`config.mk`:
```
export PLATFORM = sky130hd
export DESIGN_NAME = fighter_arena
export DESIGN_NICKNAME = d
export VERILOG_FILES = /design/src/rtl/fighter_arena.sv
export SDC_FILE = /design/constraint.sdc
export NUM_CORES = 1
export LEC_CHECK = 0
export ABC_AREA = 1
export CAP_MARGIN = 0
export CORE_MARGIN = 2
export CORE_UTILIZATION = 60
export CTS_CLUSTER_DIAMETER = 150
export DETAILED_ROUTE_END_ITERATION = 8
export DONT_BUFFER_PORTS = 1
export PLACE_DENSITY = 0.77
export SYNTH_ARGS = -nofsm -noshare
export SYNTH_HDL_FRONTEND = slang
export SYNTH_SLANG_ARGS = --single-unit
```
`constraint.sdc`:
```
create_clock -name clk -period 5.26 [get_ports clk]
set_clock_uncertainty 0.2 [all_clocks]
set_input_delay 0.789 -clock clk [delete_from_list [all_inputs] [get_ports clk]]
set_output_delay 0.789 -clock clk [all_outputs]
set_load 0.02 [all_outputs]
```
`src/rtl/fighter_arena.sv`:
```
// rtl/fighter_arena.sv - two-fighter arena: tick-paced movement, attack FSMs, hits, shields, round end
// Optional shield regeneration is enabled by defining FIGHTER_SHIELD_REGEN_EN.
module fighter_arena #(
  parameter int ARENA_W   = 1024,
  parameter int CHAR_W    = 128,
  parameter int HP_MAX    = 15,
  parameter int SH_MAX    = 15,
  parameter int DMG       = 3,
  parameter int REACH     = 16,
  parameter int TICK_DIV  = 800000,
  parameter int WINDUP_T  = 4,
  parameter int ACTIVE_T  = 2,
  parameter int RECOVER_T = 6,
  parameter int REGEN_T   = 32
) (
  input  logic                       clk,
  input  logic                       reset,
  input  logic [6:0]                 p1_inputs,
  input  logic [6:0]                 p2_inputs,
  output logic [$clog2(ARENA_W)-1:0] p1_x,
  output logic [$clog2(ARENA_W)-1:0] p2_x,
  output logic [7:0]                 p1_health,
  output logic [7:0]                 p2_health,
  output logic [7:0]                 p1_shield,
  output logic [7:0]                 p2_shield,
  output logic [2:0]                 p1_action,
  output logic [2:0]                 p2_action,
  output logic                       round_over,
  output logic [1:0]                 winner
);
  localparam int XW = $clog2(ARENA_W);
  localparam int TW = (TICK_DIV > 1) ? $clog2(TICK_DIV) : 1;
  localparam int PW = 16;
  localparam int RW = $clog2(REGEN_T + 1);

  localparam logic [XW:0]   CW_E    = (XW+1)'(CHAR_W);
  localparam logic [XW:0]   REACH_E = (XW+1)'(REACH);
  localparam logic [XW-1:0] XMAX    = XW'(ARENA_W - CHAR_W);
  localparam logic [XW-1:0] P1_X0   = XW'(ARENA_W / 3 - CHAR_W / 2);
  localparam logic [XW-1:0] P2_X0   = XW'(2 * ARENA_W / 3 - CHAR_W / 2);

  typedef enum logic [1:0] {PH_IDLE, PH_WINDUP, PH_ACTIVE, PH_RECOVER} phase_e;

  logic [TW-1:0] tcnt_q, tcnt_d;
  logic          tick;
  logic [XW-1:0] x_q    [2];
  logic [XW-1:0] x_d    [2];
  logic [7:0]    hp_q   [2];
  logic [7:0]    hp_d   [2];
  logic [7:0]    sh_q   [2];
  logic [7:0]    sh_d   [2];
  phase_e        ph_q   [2];
  phase_e        ph_d   [2];
  logic [PW-1:0] pcnt_q [2];
  logic [PW-1:0] pcnt_d [2];
  logic [RW-1:0] rcnt_q [2];
  logic [RW-1:0] rcnt_d [2];
  logic [2:0]    act_q  [2];
  logic [2:0]    act_d  [2];
  logic [1:0]    atk_prev_q, atk_prev_d;
  logic          round_over_q, round_over_d;
  logic [1:0]    winner_q, winner_d;

  logic [1:0]    left, right, atk, hold_sh, shld, is_idle, trig, mv, def_sh, hit;
  logic [XW:0]   gap;
  logic          unused_inputs;

  function automatic logic [7:0] sat_sub(input logic [7:0] v);
    return (v > 8'(DMG)) ? v - 8'(DMG) : 8'd0;
  endfunction

  assign unused_inputs = ^{p1_inputs[4:3], p1_inputs[0], p2_inputs[4:3], p2_inputs[0]};
  assign left    = {p2_inputs[1], p1_inputs[1]};
  assign right   = {p2_inputs[2], p1_inputs[2]};
  assign atk     = {p2_inputs[5], p1_inputs[5]};
  assign hold_sh = {p2_inputs[6], p1_inputs[6]};

  // An empty shield counts as not held for every purpose.
  assign shld    = hold_sh & {sh_q[1] != 8'd0, sh_q[0] != 8'd0};
  assign is_idle = {ph_q[1] == PH_IDLE, ph_q[0] == PH_IDLE};
  assign trig    = atk & ~atk_prev_q & is_idle;
  assign mv      = is_idle & ~shld & ~trig & (left ^ right);
  assign def_sh  = shld & is_idle;
  assign gap     = {1'b0, x_q[1]} - {1'b0, x_q[0]} - CW_E;
  assign tick    = (tcnt_q == TW'(TICK_DIV - 1));

  always_comb begin
    tcnt_d       = tick ? '0 : tcnt_q + 1'b1;
    round_over_d = round_over_q;
    winner_d     = winner_q;
    atk_prev_d   = atk_prev_q;
    hit          = '0;
    for (int i = 0; i < 2; i++) begin
      x_d[i]    = x_q[i];
      hp_d[i]   = hp_q[i];
      sh_d[i]   = sh_q[i];
      ph_d[i]   = ph_q[i];
      pcnt_d[i] = pcnt_q[i];
      rcnt_d[i] = rcnt_q[i];
      act_d[i]  = act_q[i];
    end

    if (tick && !round_over_q) begin
      atk_prev_d = atk;
      for (int i = 0; i < 2; i++) begin
        case (ph_q[i])
          PH_IDLE: begin
            if (trig[i]) begin
              ph_d[i]   = PH_WINDUP;
              pcnt_d[i] = '0;
            end
          end
          PH_WINDUP: begin
            if (pcnt_q[i] == PW'(WINDUP_T - 1)) begin
              ph_d[i]   = PH_ACTIVE;
              pcnt_d[i] = '0;
              hit[i]    = (gap <= REACH_E);
            end else begin
              pcnt_d[i] = pcnt_q[i] + 1'b1;
            end
          end
          PH_ACTIVE: begin
            if (pcnt_q[i] == PW'(ACTIVE_T - 1)) begin
              ph_d[i]   = PH_RECOVER;
              pcnt_d[i] = '0;
            end else begin
              pcnt_d[i] = pcnt_q[i] + 1'b1;
            end
          end
          default: begin
            if (pcnt_q[i] == PW'(RECOVER_T - 1)) begin
              ph_d[i]   = PH_IDLE;
              pcnt_d[i] = '0;
            end else begin
              pcnt_d[i] = pcnt_q[i] + 1'b1;
            end
          end
        endcase
`ifdef FIGHTER_SHIELD_REGEN_EN
        if (shld[i]) begin
          rcnt_d[i] = '0;
        end else if (rcnt_q[i] == RW'(REGEN_T - 1)) begin
          rcnt_d[i] = '0;
          if (sh_q[i] < 8'(SH_MAX)) sh_d[i] = sh_q[i] + 8'd1;
        end else begin
          rcnt_d[i] = rcnt_q[i] + 1'b1;
        end
`endif
      end

      // p1 resolves first; p2 then sees p1's updated position.
      if (mv[0]) begin
        if (left[0]) begin
          if (x_q[0] != '0) x_d[0] = x_q[0] - 1'b1;
        end else if (gap != '0) begin
          x_d[0] = x_q[0] + 1'b1;
        end
      end
      if (mv[1]) begin
        if (right[1]) begin
          if (x_q[1] != XMAX) x_d[1] = x_q[1] + 1'b1;
        end else if ({1'b0, x_q[1]} > {1'b0, x_d[0]} + CW_E) begin
          x_d[1] = x_q[1] - 1'b1;
        end
      end

      if (hit[0]) begin
        if (def_sh[1]) sh_d[1] = sat_sub(sh_q[1]);
        else           hp_d[1] = sat_sub(hp_q[1]);
      end
      if (hit[1]) begin
        if (def_sh[0]) sh_d[0] = sat_sub(sh_q[0]);
        else           hp_d[0] = sat_sub(hp_q[0]);
      end

      for (int i = 0; i < 2; i++) begin
        if (hp_d[i] == 8'd0) begin
          act_d[i] = 3'd7;
        end else begin
          case (ph_d[i])
            PH_WINDUP:  act_d[i] = 3'd4;
            PH_ACTIVE:  act_d[i] = 3'd5;
            PH_RECOVER: act_d[i] = 3'd6;
            default: begin
              if (shld[i])                    act_d[i] = 3'd3;
              else if (left[i] && !right[i])  act_d[i] = 3'd1;
              else if (right[i] && !left[i])  act_d[i] = 3'd2;
              else                            act_d[i] = 3'd0;
            end
          endcase
        end
      end

      if (hp_d[0] == 8'd0 || hp_d[1] == 8'd0) begin
        round_over_d = 1'b1;
        winner_d     = {hp_d[0] == 8'd0, hp_d[1] == 8'd0};
      end
    end
  end

  always_ff @(posedge clk) begin
    if (reset) begin
      tcnt_q       <= '0;
      round_over_q <= 1'b0;
      winner_q     <= 2'b00;
      atk_prev_q   <= '0;
      x_q[0]       <= P1_X0;
      x_q[1]       <= P2_X0;
      for (int i = 0; i < 2; i++) begin
        hp_q[i]   <= 8'(HP_MAX);
        sh_q[i]   <= 8'(SH_MAX);
        ph_q[i]   <= PH_IDLE;
        pcnt_q[i] <= '0;
        rcnt_q[i] <= '0;
        act_q[i]  <= 3'd0;
      end
    end else begin
      tcnt_q       <= tcnt_d;
      round_over_q <= round_over_d;
      winner_q     <= winner_d;
      atk_prev_q   <= atk_prev_d;
      for (int i = 0; i < 2; i++) begin
        x_q[i]    <= x_d[i];
        hp_q[i]   <= hp_d[i];
        sh_q[i]   <= sh_d[i];
        ph_q[i]   <= ph_d[i];
        pcnt_q[i] <= pcnt_d[i];
        rcnt_q[i] <= rcnt_d[i];
        act_q[i]  <= act_d[i];
      end
    end
  end

  assign p1_x       = x_q[0];
  assign p2_x       = x_q[1];
  assign p1_health  = hp_q[0];
  assign p2_health  = hp_q[1];
  assign p1_shield  = sh_q[0];
  assign p2_shield  = sh_q[1];
  assign p1_action  = act_q[0];
  assign p2_action  = act_q[1];
  assign round_over = round_over_q;
  assign winner     = winner_q;

endmodule

```
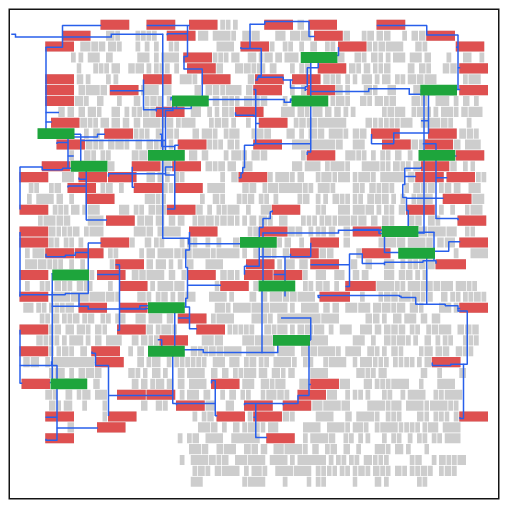
(clock wires, drivers and flops)
Scale: 4 px per um.
clock wires -> blue  # length 1590 um
flip-flops -> red  # count 119
clock-net drivers -> green  # count 17
flops lie = spread over the die
routed clock nets = 18
power consumed by the clock network: 1170 uW
clk_lat worst skew: 420 ps
Clk network pwr share: 0.542

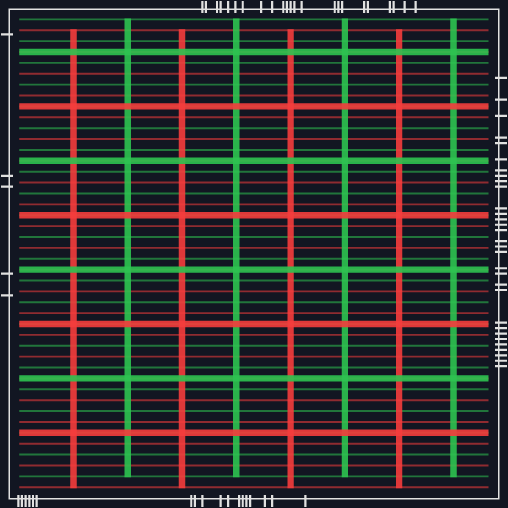
(power grid)
Scale: 4 px per um. Pins as bars on the die edge.
VSS -> red
VDD -> green
met5 straps = 8
rows = 43
largest voltage drop on the vdd net: 0.217 mV
Std-Cell Core Area: 13700 um2
die height: 122 um

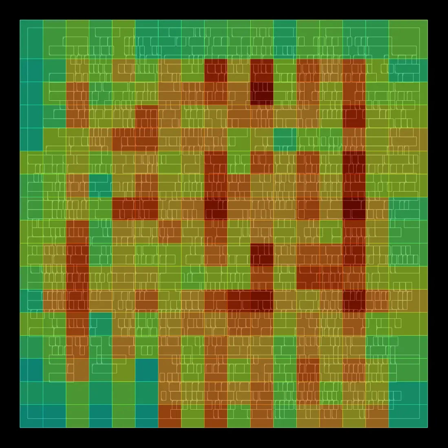
(track usage over the die)
GRT met1 Usage: 0.348
met3 Track Usage GR: 0.0749
average detailed-routed wire length per instance: 14.1 um

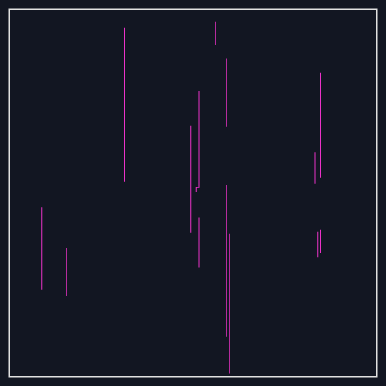
(met4 routing)
Scale: 3 px per um.
wire length on this layer = 367 um
longest straight run = 51.0 um
share of all routed wire = 1.8%
main direction = vertical
final WL: 20300 um
total number of vias: 8008

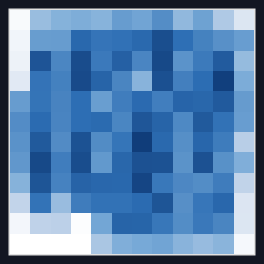
(placement density heat map)
Scale: 2 px per um. The die is cut into 12 by 12 equal tiles; white is low, dark blue is high, 0 to 100% covered.
emptiest ninth of the die = south-west
tiles over 75% full = 30%
nearly empty tiles = 3.5%
mean over tiles = 61%
final core utilization: 0.673
Pre-Place Util: 0.609

==> run summary <==
Flow results follow.

In this run the critical register-to-register path is launched from x_q[0][2]$_SDFFE_PP1P_. Clock-pin slew was measured on the worst setup and hold paths at 50 ps. Buffers inserted to repair hold after CTS numbered 0. The combinational group share of total power is 0.039.

In this design, the stage delay of the slowest critical-path cell is approximately 440 ps. The most common logic cell in the final layout is nand2_1. The netlist area before placement is 8360 um2. The commonest cells after synthesis are nand2_1, inv_1, dfxtp_1. Synthesis produced roughly 1.2k cells. The final layout net count is between 1k and 1.5k. The script extracted a net switching power of approximately 460 uW. The dominant register cell is dfxtp_1. The biggest slice of the total power is consumed by the clock network. Of the available clock period, the critical path in the final layout requires 0.909. Entering global routing, the biggest net connects about 42 pins. The cell occurring most often along the worst timing path is nand2_1. Looking at the clock tree report, the H-tree level count equals 4. The number of storage elements in the synthesis netlist is about 120.

For this run the detailed placement stage logged an HPWL of ~15000 um. The detailed-routing iteration count for the pre-antenna-repair pass is 6. The number of antenna diodes in the final layout is 0. STA classifies the critical path startpoint as a flip-flop.

The maximum buffer depth of the clock tree is 2. Cell internal power was estimated by the tool at approximately 1700 uW. Subtracting the final worst setup slack from the clock period gives between 4000 and 5000 ps.

The endpoint of the worst hold path is reported as pcnt_q[0][31]$_SDFFE_PP0P_. The switching part of the total is 0.212. The timing report shows that the slowest cell on the worst path is fa_1. Once placement finished, the instance area stood at about 8600 um2.

The number of nets with antenna violations after routing is 0. The launch point of the critical path was reported as x_q[0][2]$_SDFFE_PP1P_. In this run, the number of DRC markers left after iteration 0 of detailed routing was approximately 570. The total design power is about 2200 uW.

The flow ran to the end, and the final reports show no timing, DRC or antenna violations. The kind of capture point of the worst setup path is a flip-flop.
-- cells by family after synthesis --
logic type | synth area share
AND/OR/NAND/NOR | 0.333
AND-OR/OR-AND | 0.148
flip-flops | 0.285
buffers and inverters | 0.107
XOR/XNOR | 0.0398
adder cells (fa/ha/maj) | 0.0871
-- final cells by class --
| cell class | count | area share |
|---|---|---|
| Clock inverter | 8 | 0.0131 |
| Inverter | 213 | 0.0870 |
| Tap cell | 180 | 0.0244 |
| Clock buffer | 24 | 0.0511 |
| Sequential cell | 119 | 0.259 |
| Multi-Input combinational cell | 883 | 0.552 |
| Timing Repair Buffer | 17 | 0.0138 |
Power is estimated from default activity; no workload was simulated.
